### src/rtl/label_color_stats.sv
// ============================================================================
//  Module   : label_color_stats
//  Purpose  : Decodes class labels into RGB444 overlay pixels and publishes
//             per-frame CAR/HUMAN pixel counts with threshold detect flags.
//  Revision : 1.0
// ============================================================================
`default_nettype none

module label_color_stats #(
  parameter int CNT_W    = 17,
  parameter int CAR_TH   = 2000,
  parameter int HUMAN_TH = 500
) (
  input  logic             clk,
  input  logic             reset,
  input  logic             label_valid,
  input  logic [2:0]       label_data,
  input  logic [11:0]      rgb_in,
  input  logic             frame_start,
  input  logic             frame_end,
  input  logic             overlay_en,
  output logic             rgb_valid_out,
  output logic [11:0]      rgb_out,
  output logic [CNT_W-1:0] car_cnt,
  output logic [CNT_W-1:0] human_cnt,
  output logic             stats_valid,
  output logic             car_detect,
  output logic             human_detect
);

  localparam logic [2:0] c_lbl_road       = 3'd0;
  localparam logic [2:0] c_lbl_walk_road  = 3'd1;
  localparam logic [2:0] c_lbl_background = 3'd2;
  localparam logic [2:0] c_lbl_car        = 3'd3;
  localparam logic [2:0] c_lbl_human      = 3'd4;

  localparam logic [CNT_W-1:0] c_one      = CNT_W'(1);
  localparam logic [CNT_W-1:0] c_max      = '1;
  localparam logic [CNT_W-1:0] c_car_th   = CNT_W'(CAR_TH);
  localparam logic [CNT_W-1:0] c_human_th = CNT_W'(HUMAN_TH);

  typedef enum logic [1:0] {
    S_IDLE   = 2'd0,
    S_ACTIVE = 2'd1,
    S_DONE   = 2'd2
  } state_t;

  state_t r_state, w_state_next;

  logic             r_s1_valid;
  logic [2:0]       r_s1_label;
  logic [11:0]      r_s1_rgb;
  logic             r_s1_ovl;
  logic             r_valid_out;
  logic [11:0]      r_rgb_out;
  logic [11:0]      w_color;

  logic [CNT_W-1:0] r_car_acc, r_human_acc;
  logic [CNT_W-1:0] w_car_acc_next, w_human_acc_next;
  logic [CNT_W-1:0] w_car_inc, w_human_inc;
  logic [CNT_W-1:0] w_car_step, w_human_step;
  logic [CNT_W-1:0] w_car_load, w_human_load;
  logic             w_car_px, w_human_px;
  logic             w_publish;

  logic [CNT_W-1:0] r_car_cnt, r_human_cnt;
  logic             r_car_det, r_human_det;

  // ---------------------------------------------------------------- pixel path
  always_ff @(posedge clk or posedge reset) begin
    if (reset) begin
      r_s1_valid  <= 1'b0;
      r_s1_label  <= 3'd0;
      r_s1_rgb    <= 12'h000;
      r_s1_ovl    <= 1'b0;
      r_valid_out <= 1'b0;
      r_rgb_out   <= 12'h000;
    end else begin
      r_s1_valid  <= label_valid;
      r_s1_label  <= label_data;
      r_s1_rgb    <= rgb_in;
      r_s1_ovl    <= overlay_en;
      r_valid_out <= r_s1_valid;
      if (r_s1_valid) begin
        r_rgb_out <= w_color;
      end
    end
  end

  always_comb begin
    w_color = r_s1_rgb;
    if (r_s1_ovl) begin
      case (r_s1_label)
        c_lbl_road:       w_color = 12'h444;
        c_lbl_walk_road:  w_color = 12'hFFF;
        c_lbl_background: w_color = r_s1_rgb;
        c_lbl_car:        w_color = 12'hF00;
        c_lbl_human:      w_color = 12'h0F0;
        default:          w_color = 12'hF0F;
      endcase
    end
  end

  // ---------------------------------------------------------------- statistics
  assign w_car_px   = label_valid && (label_data == c_lbl_car);
  assign w_human_px = label_valid && (label_data == c_lbl_human);

  // Saturating increments; a load value is used when a frame (re)starts so the
  // pixel sharing the frame_start cycle is not lost.
  assign w_car_inc    = (r_car_acc == c_max) ? r_car_acc : r_car_acc + c_one;
  assign w_human_inc  = (r_human_acc == c_max) ? r_human_acc : r_human_acc + c_one;
  assign w_car_step   = w_car_px ? w_car_inc : r_car_acc;
  assign w_human_step = w_human_px ? w_human_inc : r_human_acc;
  assign w_car_load   = w_car_px ? c_one : '0;
  assign w_human_load = w_human_px ? c_one : '0;

  always_comb begin
    w_state_next     = r_state;
    w_car_acc_next   = r_car_acc;
    w_human_acc_next = r_human_acc;
    w_publish        = 1'b0;
    case (r_state)
      S_IDLE, S_DONE: begin
        w_state_next = S_IDLE;
        if (frame_start) begin
          w_state_next     = S_ACTIVE;
          w_car_acc_next   = w_car_load;
          w_human_acc_next = w_human_load;
        end
      end
      S_ACTIVE: begin
        if (frame_end) begin
          w_state_next     = S_DONE;
          w_publish        = 1'b1;
          w_car_acc_next   = w_car_step;
          w_human_acc_next = w_human_step;
        end else if (frame_start) begin
          w_car_acc_next   = w_car_load;
          w_human_acc_next = w_human_load;
        end else begin
          w_car_acc_next   = w_car_step;
          w_human_acc_next = w_human_step;
        end
      end
      default: w_state_next = S_IDLE;
    endcase
  end

  always_ff @(posedge clk or posedge reset) begin
    if (reset) begin
      r_state     <= S_IDLE;
      r_car_acc   <= '0;
      r_human_acc <= '0;
      r_car_cnt   <= '0;
      r_human_cnt <= '0;
      r_car_det   <= 1'b0;
      r_human_det <= 1'b0;
    end else begin
      r_state     <= w_state_next;
      r_car_acc   <= w_car_acc_next;
      r_human_acc <= w_human_acc_next;
      if (w_publish) begin
        r_car_cnt   <= w_car_step;
        r_human_cnt <= w_human_step;
        r_car_det   <= (w_car_step >= c_car_th);
        r_human_det <= (w_human_step >= c_human_th);
      end
    end
  end

  assign rgb_valid_out = r_valid_out;
  assign rgb_out       = r_rgb_out;
  assign car_cnt       = r_car_cnt;
  assign human_cnt     = r_human_cnt;
  assign car_detect    = r_car_det;
  assign human_detect  = r_human_det;
  assign stats_valid   = (r_state == S_DONE);

endmodule

`default_nettype wire

### config.mk
export PLATFORM = sky130hd
export DESIGN_NAME = label_color_stats
export DESIGN_NICKNAME = d
export VERILOG_FILES = /design/src/rtl/label_color_stats.sv
export SDC_FILE = /design/constraint.sdc
export NUM_CORES = 1
export LEC_CHECK = 0
export CORE_MARGIN = 2
export CORE_UTILIZATION = 51
export CTS_BUF_LIST = sky130_fd_sc_hd__clkbuf_8
export CTS_CLUSTER_SIZE = 16
export DETAILED_ROUTE_END_ITERATION = 8
export PLACE_DENSITY_LB_ADDON = 0.05
export SYNTH_ARGS = -nofsm -noshare
export SYNTH_HDL_FRONTEND = slang
export SYNTH_SLANG_ARGS = --single-unit
### constraint.sdc
create_clock -name clk -period 3.15 [get_ports clk]
set_input_delay 0.63 -clock clk [delete_from_list [all_inputs] [get_ports clk]]
set_output_delay 0.63 -clock clk [all_outputs]
set_load 0.1 [all_outputs]
flops_by_reg.png
Bar = 20 um. Other sequential cells in the stronger gray, the rest of the logic in the fainter gray.
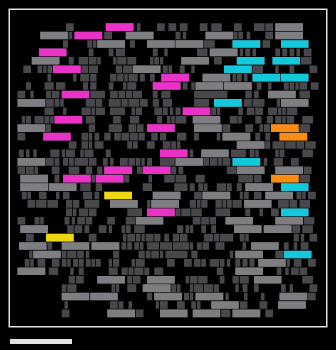
legend:
  r_state:
    color: yellow
    placed_flops: 2
  r_human_acc:
    color: magenta
    placed_flops: 17
  rgb_out:
    color: cyan
    placed_flops: 12
  r_s1_label:
    color: orange
    placed_flops: 3
not colored: 68
final core area utilization: 63.1%
sequential logic power: 1.40 mW

placement_by_type.png
Bar = 20 um.
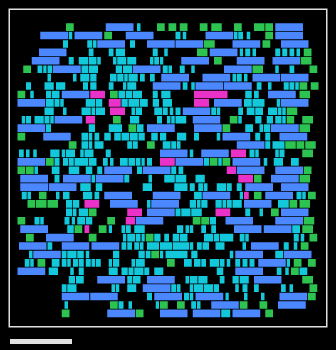
legend:
  clock drivers and dummy loads:
    color: magenta
    cells: 16
  flops:
    color: blue
    cells: 102
  other buffers and delay cells:
    color: green
    cells: 88
  combinational and other logic:
    color: cyan
    cells: 385
sequential fraction of total cell area: 43.6%
post-route cell area: 0.00586 sq mm
core area: 0.00928 sq mm
# rows: 35

==> sequential cells by signal, indices dropped and copies added (netlist names), 2 cells and up <==
register,flops
r_s1_label,3
rgb_out,12
r_s1_rgb,12
r_state,2
car_cnt,17
r_car_acc,17
r_human_acc,17
human_cnt,17
==> cell type report <==
| class | instances | area (sq um) | area share, % |
|---|---|---|---|
| clock buffer | 9 | 124 | 2.11 |
| timing repair buffer | 88 | 711 | 12.1 |
| tap | 129 | 161 | 2.75 |
| sequential | 102 | 2550 | 43.6 |
| inverter | 14 | 56.3 | 0.961 |
| clock inverter | 7 | 77.6 | 1.32 |
| multi-input combinational | 371 | 2180 | 37.2 |
==> power by group <==
part / internal (mW) / switching [mW] / total, mW
clock: 0.380 / 0.483 / 0.862
combinational: 0.146 / 0.485 / 0.631
sequential: 1.36 / 0.0413 / 1.40
total: 1.89 / 1.01 / 2.90
==> worst max-delay path by stage <==
stage	from	to	slack, ns	depth (start not counted)
floorplan	label_data[2]	car_detect	0.66	7
global placement	label_data[2]	car_detect	0.13	7
detailed placement	label_data[2]	car_detect	0.07	7
CTS	label_data[2]	car_detect	0.45	7
global route	label_data[2]	car_detect	0.34	7
finish	label_data[2]	car_detect	0.42	7
==> stage by stage <==
stage / power [mW] / instances / hold WS (ns) / setup slack [ns]
3_3_place_gp: 2.06 / 704 / 0.453 / 0.133
2_1_floorplan: 1.89 / 520 / 0.404 / 0.658
4_1_cts: 2.93 / 720 / 0.494 / 0.447
5_1_grt: 3.02 / 720 / 0.516 / 0.340
6_report: 2.90 / 720 / 0.487 / 0.424
3_5_place_dp: 2.06 / 704 / 0.467 / 0.0723
==> cell usage in the layout, fill, tap and decap left out, drive strengths merged, types with 6 or more instances in the layout <==
master	n
clkbuf	9
and4	6
buf	68
o21ai	80
inv	17
xor2	10
o31ai	9
nand3	12
nand2	81
a31oi	6
nor3	7
and3	7
nand4	13
xnor2	20
nor4	9
a21oi	23
dfrtp	102
nor2	23
clkdlybuf4s50	20
==> kinds of logic after synthesis <==
kind of cell    synth area share, %
simple gates                   19.3
compound gates                 18.0
flops                          52.0
buf+inv                        3.75
xor+xnor                       5.35
mux                            1.05
fa+ha+maj                     0.510
==> worst min-delay path: cells and delay by family, from the launching register on <==
family	cells	cell delay (ns)
AND/OR/NAND/NOR	1	0.05
AND-OR/OR-AND	1	0.06
flip-flops	1	0.36
==> layer usage <==
layer,up-vias,wire [um]
met1,1920,5600
li1,1982,-
met4,0,69
met2,98,5030
met3,7,498
met5,-,0
==> impl_report.txt <==
FLOW METRICS REPORT
----------------------------------------------------
[Clock tree]
  CTS buffer count ........................ 9
  Number of setup buffers added after CTS ........................ 0
  Clock sinks ........................ 102
  Root Buffer Master ........................ clkbuf_8
  Cts hold-fix bufs ........................ 0

[Status]
  Run status ........................ completed

[Worst setup path]
  Peak per-stage delay on the critical path ........................ 0.58 ns
  Arrival time at the worst endpoint ........................ 3.00 ns
  Worst Path Max Fanout ........................ 5

[Synthesis]
  Cell type contributing the most total cell area after synthesis ........................ dfrtp_1
  Number of synthesized register bits ........................ 102
  Net count after synthesis ........................ 543
  Avg Cell Area, Syn ........................ 9.44 sq um

[Power and ir drop]
  Power per cell area ........................ 494 mW/mm^2

[Drt]
  Routed Antenna Nets ........................ 0
  Per-cell routed wire length ........................ 15.5 um
  DR vias/cell ........................ 5.57
  First-pass detailed-route iteration total ........................ 5

[Worst hold path]
  Destination of the worst hold path ........................ car_cnt[7]
  Cell depth of the worst min-delay path ........................ 2

[Floorplan]
  Starting density of the core ........................ 52.9%

[Global routing]
  Global router's overall resource usage ........................ 22.8%
  Vias in the first global route ........................ 3806

[Placement]
  Sum of net half-perimeters after detailed placement ........................ 7.91 mm
  Final GP Congestion ........................ 0.864

[Cells and area]
  Layout cell share with drive strength beyond 1 ........................ 16.2%
  # nets final ........................ 609

[STA]
  Minimum period implied by the final worst setup slack ........................ 2.73 ns

----------------------------------------------------
Power figures rest on the tool's default switching activity, not on a simulated workload.
